File: config.mk
export PLATFORM = sky130hd
export DESIGN_NAME = ex_operand_stage
export DESIGN_NICKNAME = d
export VERILOG_FILES = /design/src/rtl/pipe_pkg.sv /design/src/rtl/fwd_mux.sv /design/src/rtl/ex_operand_stage.sv
export SDC_FILE = /design/constraint.sdc
export NUM_CORES = 1
export LEC_CHECK = 0
export CORE_MARGIN = 1
export CORE_UTILIZATION = 46
export DETAILED_ROUTE_END_ITERATION = 6
export PLACE_DENSITY = 0.84
export SLEW_MARGIN = 20
export SYNTH_ARGS = -nofsm -noshare
export SYNTH_HDL_FRONTEND = slang
export SYNTH_HIERARCHICAL = 1
export SYNTH_SLANG_ARGS = --single-unit
export TNS_END_PERCENT = 100
File: constraint.sdc
create_clock -name clk -period 2.5 [get_ports clk]
set_input_delay 0.375 -clock clk [delete_from_list [all_inputs] [get_ports clk]]
set_output_delay 0.375 -clock clk [all_outputs]
set_load 0.03 [all_outputs]
File: src/rtl/pipe_pkg.sv
// Shared definitions for the RV32 integer pipeline.
//   XLEN / RA_W      : datapath and register-address widths
//   ASRC_* / BSRC_*  : ALU operand-source select encodings
//   id_ex_t          : field bundle held in the ID/EX pipeline register
//   capture_operand  : picks the WB write data over a stale regfile read
package pipe_pkg;

    localparam int XLEN = 32;
    localparam int RA_W = 5;

    // Encoding 3 of either select is reserved and yields a zero operand.
    localparam logic [1:0] ASRC_RS1  = 2'd0;
    localparam logic [1:0] ASRC_PC   = 2'd1;
    localparam logic [1:0] ASRC_ZERO = 2'd2;

    localparam logic [1:0] BSRC_RS2  = 2'd0;
    localparam logic [1:0] BSRC_IMM  = 2'd1;
    localparam logic [1:0] BSRC_FOUR = 2'd2;

    typedef struct packed {
        logic [XLEN-1:0] pc;
        logic [RA_W-1:0] rs1_addr;
        logic [RA_W-1:0] rs2_addr;
        logic [XLEN-1:0] rs1;
        logic [XLEN-1:0] rs2;
        logic [XLEN-1:0] imm;
        logic [1:0]      asrc;
        logic [1:0]      bsrc;
        logic [3:0]      aluctr;
        logic [RA_W-1:0] rd_addr;
        logic            reg_wen;
        logic            mem_ren;
        logic            mem_wen;
    } id_ex_t;

    // The register file has no internal write-through, so a value being
    // written back in the same cycle it is read must be taken from WB.
    function automatic logic [XLEN-1:0] capture_operand(
        input logic [RA_W-1:0] rs_addr,
        input logic [XLEN-1:0] rf_data,
        input logic            wb_reg_wen,
        input logic [RA_W-1:0] wb_rd_addr,
        input logic [XLEN-1:0] wb_data
    );
        logic [XLEN-1:0] val;
        if (wb_reg_wen && (wb_rd_addr != {RA_W{1'b0}}) && (wb_rd_addr == rs_addr)) begin
            val = wb_data;
        end else begin
            val = rf_data;
        end
        return val;
    endfunction

endpackage

File: src/rtl/fwd_mux.sv
// Operand forwarding selector for one source register of the EX stage.
//   rs_addr / rs_val         : source register address and value held in ID/EX
//   mem_rd_addr/_reg_wen/_result : producer currently in MEM (non-load result)
//   wb_rd_addr/_reg_wen/_data    : producer currently writing back
//   fwd_val                  : youngest available value for rs_addr
module fwd_mux #(
    parameter int XLEN = 32,
    parameter int RA_W = 5
) (
    input  logic [RA_W-1:0] rs_addr,
    input  logic [XLEN-1:0] rs_val,
    input  logic [RA_W-1:0] mem_rd_addr,
    input  logic            mem_reg_wen,
    input  logic [XLEN-1:0] mem_result,
    input  logic [RA_W-1:0] wb_rd_addr,
    input  logic            wb_reg_wen,
    input  logic [XLEN-1:0] wb_data,
    output logic [XLEN-1:0] fwd_val
);

    logic rs_nonzero_s;

    assign rs_nonzero_s = (rs_addr != {RA_W{1'b0}});

    // MEM is younger than WB, so it wins when both target the same register;
    // x0 is hard-wired and never takes a forwarded value.
    always_comb begin
        fwd_val = rs_val;
        if (rs_nonzero_s && mem_reg_wen && (mem_rd_addr == rs_addr)) begin
            fwd_val = mem_result;
        end else if (rs_nonzero_s && wb_reg_wen && (wb_rd_addr == rs_addr)) begin
            fwd_val = wb_data;
        end else begin
            fwd_val = rs_val;
        end
    end

endmodule

File: src/rtl/ex_operand_stage.sv
// ID/EX pipeline register and ALU operand delivery.
//   ID side  : id_valid/id_ready handshake plus decoded instruction fields
//   Hazards  : flush, MEM and WB producer info for forwarding, load-use stall
//   EX side  : ex_valid/ex_ready handshake, ALU operands, store data and
//              registered controls (write enables gated by ex_valid)
module ex_operand_stage
    import pipe_pkg::*;
(
    input  logic            clk,
    input  logic            rst_n,
    input  logic            id_valid,
    output logic            id_ready,
    input  logic [XLEN-1:0] id_pc,
    input  logic [RA_W-1:0] id_rs1_addr,
    input  logic [RA_W-1:0] id_rs2_addr,
    input  logic [XLEN-1:0] id_rs1_data,
    input  logic [XLEN-1:0] id_rs2_data,
    input  logic [XLEN-1:0] id_imm,
    input  logic [1:0]      id_asrc,
    input  logic [1:0]      id_bsrc,
    input  logic [3:0]      id_aluctr,
    input  logic [RA_W-1:0] id_rd_addr,
    input  logic            id_reg_wen,
    input  logic            id_mem_ren,
    input  logic            id_mem_wen,
    input  logic            flush,
    input  logic            ex_ready,
    input  logic [RA_W-1:0] mem_rd_addr,
    input  logic            mem_reg_wen,
    input  logic [XLEN-1:0] mem_result,
    input  logic [RA_W-1:0] wb_rd_addr,
    input  logic            wb_reg_wen,
    input  logic [XLEN-1:0] wb_data,
    output logic            ex_valid,
    output logic [XLEN-1:0] alu_da,
    output logic [XLEN-1:0] alu_db,
    output logic [3:0]      alu_aluctr,
    output logic [XLEN-1:0] ex_store_data,
    output logic [XLEN-1:0] ex_pc,
    output logic [RA_W-1:0] ex_rd_addr,
    output logic            ex_reg_wen,
    output logic            ex_mem_ren,
    output logic            ex_mem_wen
);

    logic            valid_d;
    logic            valid_q;
    id_ex_t          id_ex_d;
    id_ex_t          id_ex_q;
    logic [XLEN-1:0] fwd_rs1_s;
    logic [XLEN-1:0] fwd_rs2_s;
    logic            load_use_s;
    logic            accept_s;

    // A load in EX has no data until after MEM, so a dependent instruction
    // must wait one cycle; both sources are checked regardless of selects.
    assign load_use_s = valid_q && id_ex_q.mem_ren
                     && (id_ex_q.rd_addr != {RA_W{1'b0}})
                     && ((id_ex_q.rd_addr == id_rs1_addr) || (id_ex_q.rd_addr == id_rs2_addr));

    assign id_ready = (!valid_q || ex_ready) && !load_use_s && !flush;
    assign accept_s = id_valid && id_ready;

    fwd_mux #(.XLEN(XLEN), .RA_W(RA_W)) u_fwd_rs1 (
        .rs_addr     (id_ex_q.rs1_addr),
        .rs_val      (id_ex_q.rs1),
        .mem_rd_addr (mem_rd_addr),
        .mem_reg_wen (mem_reg_wen),
        .mem_result  (mem_result),
        .wb_rd_addr  (wb_rd_addr),
        .wb_reg_wen  (wb_reg_wen),
        .wb_data     (wb_data),
        .fwd_val     (fwd_rs1_s)
    );

    fwd_mux #(.XLEN(XLEN), .RA_W(RA_W)) u_fwd_rs2 (
        .rs_addr     (id_ex_q.rs2_addr),
        .rs_val      (id_ex_q.rs2),
        .mem_rd_addr (mem_rd_addr),
        .mem_reg_wen (mem_reg_wen),
        .mem_result  (mem_result),
        .wb_rd_addr  (wb_rd_addr),
        .wb_reg_wen  (wb_reg_wen),
        .wb_data     (wb_data),
        .fwd_val     (fwd_rs2_s)
    );

    // Next-state of the ID/EX register: flush > accept > bubble > stall hold.
    always_comb begin
        valid_d = valid_q;
        id_ex_d = id_ex_q;
        if (flush) begin
            valid_d = 1'b0;
        end else if (accept_s) begin
            valid_d          = 1'b1;
            id_ex_d.pc       = id_pc;
            id_ex_d.rs1_addr = id_rs1_addr;
            id_ex_d.rs2_addr = id_rs2_addr;
            id_ex_d.rs1      = capture_operand(id_rs1_addr, id_rs1_data, wb_reg_wen, wb_rd_addr, wb_data);
            id_ex_d.rs2      = capture_operand(id_rs2_addr, id_rs2_data, wb_reg_wen, wb_rd_addr, wb_data);
            id_ex_d.imm      = id_imm;
            id_ex_d.asrc     = id_asrc;
            id_ex_d.bsrc     = id_bsrc;
            id_ex_d.aluctr   = id_aluctr;
            id_ex_d.rd_addr  = id_rd_addr;
            id_ex_d.reg_wen  = id_reg_wen;
            id_ex_d.mem_ren  = id_mem_ren;
            id_ex_d.mem_wen  = id_mem_wen;
        end else if (valid_q && ex_ready) begin
            valid_d = 1'b0;
        end else if (valid_q) begin
            // Stalled: producers may retire from MEM/WB while we wait, so
            // latch their values now rather than lose them.
            id_ex_d.rs1 = fwd_rs1_s;
            id_ex_d.rs2 = fwd_rs2_s;
        end else begin
            valid_d = 1'b0;
        end
    end

    // ID/EX state register.
    always_ff @(posedge clk or negedge rst_n) begin
        if (!rst_n) begin
            valid_q <= 1'b0;
            id_ex_q <= '0;
        end else begin
            valid_q <= valid_d;
            id_ex_q <= id_ex_d;
        end
    end

    // Operand A select.
    always_comb begin
        alu_da = {XLEN{1'b0}};
        case (id_ex_q.asrc)
            ASRC_RS1:  alu_da = fwd_rs1_s;
            ASRC_PC:   alu_da = id_ex_q.pc;
            ASRC_ZERO: alu_da = {XLEN{1'b0}};
            default:   alu_da = {XLEN{1'b0}};
        endcase
    end

    // Operand B select.
    always_comb begin
        alu_db = {XLEN{1'b0}};
        case (id_ex_q.bsrc)
            BSRC_RS2:  alu_db = fwd_rs2_s;
            BSRC_IMM:  alu_db = id_ex_q.imm;
            BSRC_FOUR: alu_db = XLEN'(3'd4);
            default:   alu_db = {XLEN{1'b0}};
        endcase
    end

    assign ex_valid      = valid_q;
    assign alu_aluctr    = id_ex_q.aluctr;
    assign ex_store_data = fwd_rs2_s;
    assign ex_pc         = id_ex_q.pc;
    assign ex_rd_addr    = id_ex_q.rd_addr;
    assign ex_reg_wen    = valid_q && id_ex_q.reg_wen;
    assign ex_mem_ren    = valid_q && id_ex_q.mem_ren;
    assign ex_mem_wen    = valid_q && id_ex_q.mem_wen;

endmodule
Figure 1. Power grid.
The bar under the picture is 50 µm long. Pins as bars on the die edge.
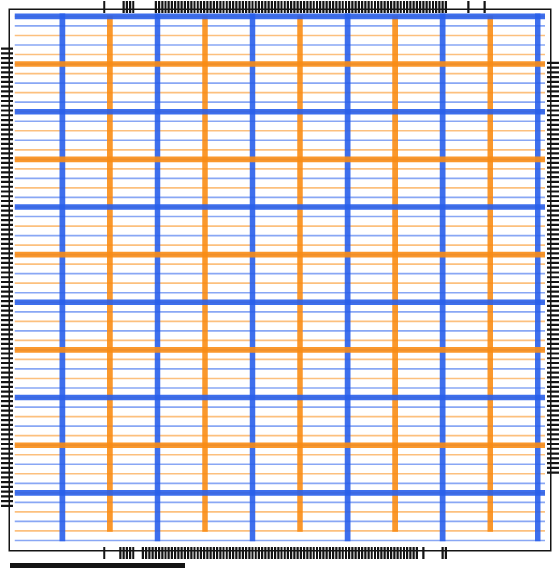
- blue: VSS
- orange: VDD
- signal pins: 377
- met5 straps: 11
- rows: 55
- met1 rails: 56

Figure 2. Cells coloured by class.
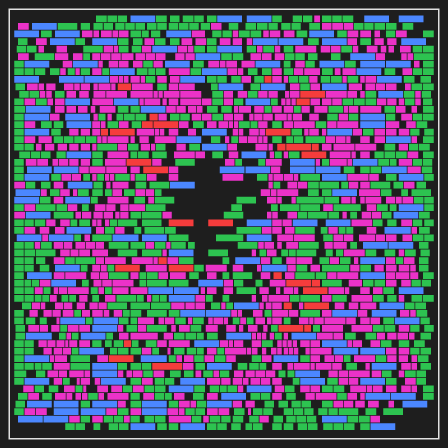
- green: remaining buffers and delay cells (cells 641)
- blue: sequential cells (cells 155)
- red: clock drivers and dummy loads (cells 32)
- magenta: combinational and other logic (cells 749)

Figure 3. Clock wires, drivers and flops.
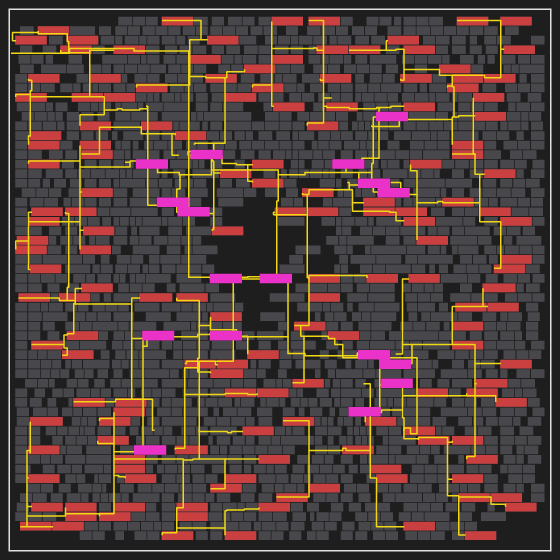
- magenta: clock drivers (count 17)
- red: flip-flops (count 155)
- yellow: clock wires (length 2510 µm)
- routed clock nets: 18

Figure 4. Wiring by layer.
The bar under the picture is 50 µm long.
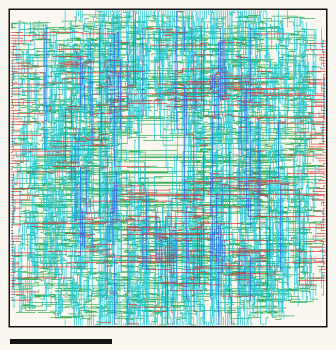
- red: metal 3 (wire length 4120 µm)
- cyan: metal 2 (wire length 24.3 mm)
- green: metal 1 (wire length 18500 µm)
- blue: metal 4 (wire length 3140 µm)

==> flow_metrics.env <==
# implementation run metrics
export IMPL_hold_path_class="in -> async"
export IMPL_combinationalPower_mw=8.36
export IMPL_final_setup_tns_ns=-57.68
export IMPL_finalNonFillerCells=1864
export IMPL_most_common_cell="mux2i_1"
export IMPL_crit_required_ns=2.12
export IMPL_synth_cells=1035
export IMPL_logic_area_mm2=0.007428
export IMPL_run_status="finished with violations"
export IMPL_place_inst=1745
export IMPL_r2r_start="id_ex_q[120]"
export IMPL_clk_path_buf_depth=2
export IMPL_cts_resized=269
export IMPL_maxCapViolations=0
export IMPL_p_seq_share_pct=24.4
export IMPL_syn_cell_area_mm2=0.01065
export IMPL_grt_use_total_pct=39.29
export IMPL_path_clk_slew_ns=0.07
export IMPL_rsz0062_at_grt="yes"
export IMPL_ys_warn_count=6
export IMPL_bufAreaShareNonClock_pct=36.55
export IMPL_largest_cell_class="multi-input combinational cells"
export IMPL_top_cell_area_share_pct=36.42
export IMPL_wl_met3_mm=4.120
export IMPL_cts_tree="built"
export IMPL_clkCellAreaFrac_pct=3.024
export IMPL_logic_family="multiplexers"
export IMPL_ys_sh_aoi_pct=7.837
export IMPL_grt_overflow=0
export IMPL_clock_power_share_pct=18.4
export IMPL_ys_sh_adder_pct=0
export IMPL_pin_count=377
export IMPL_vias=11600
export IMPL_critPathArrivalTime_ns=2.87
export IMPL_warning_count=29
export IMPL_comb_cell_share_pct=38.45
export IMPL_crit_start="id_ex_q[120]"
export IMPL_p_per_area_mw_per_mm2=757.5
export IMPL_holdWs_ns=0.4429
export IMPL_drive_above_1_share_pct=45.66
export IMPL_reg2reg_depth=14
export IMPL_syn2layout_area_growth_pct=81.44
export IMPL_antenna_cells=2
export IMPL_seq_cell_share_pct=20.11
export IMPL_failed_checks="negative setup slack"
export IMPL_fin_ws_ns=-0.7444
export IMPL_yosys_area_mm2=0.01065
export IMPL_busiest_layer="met2"
export IMPL_setup_viol=114
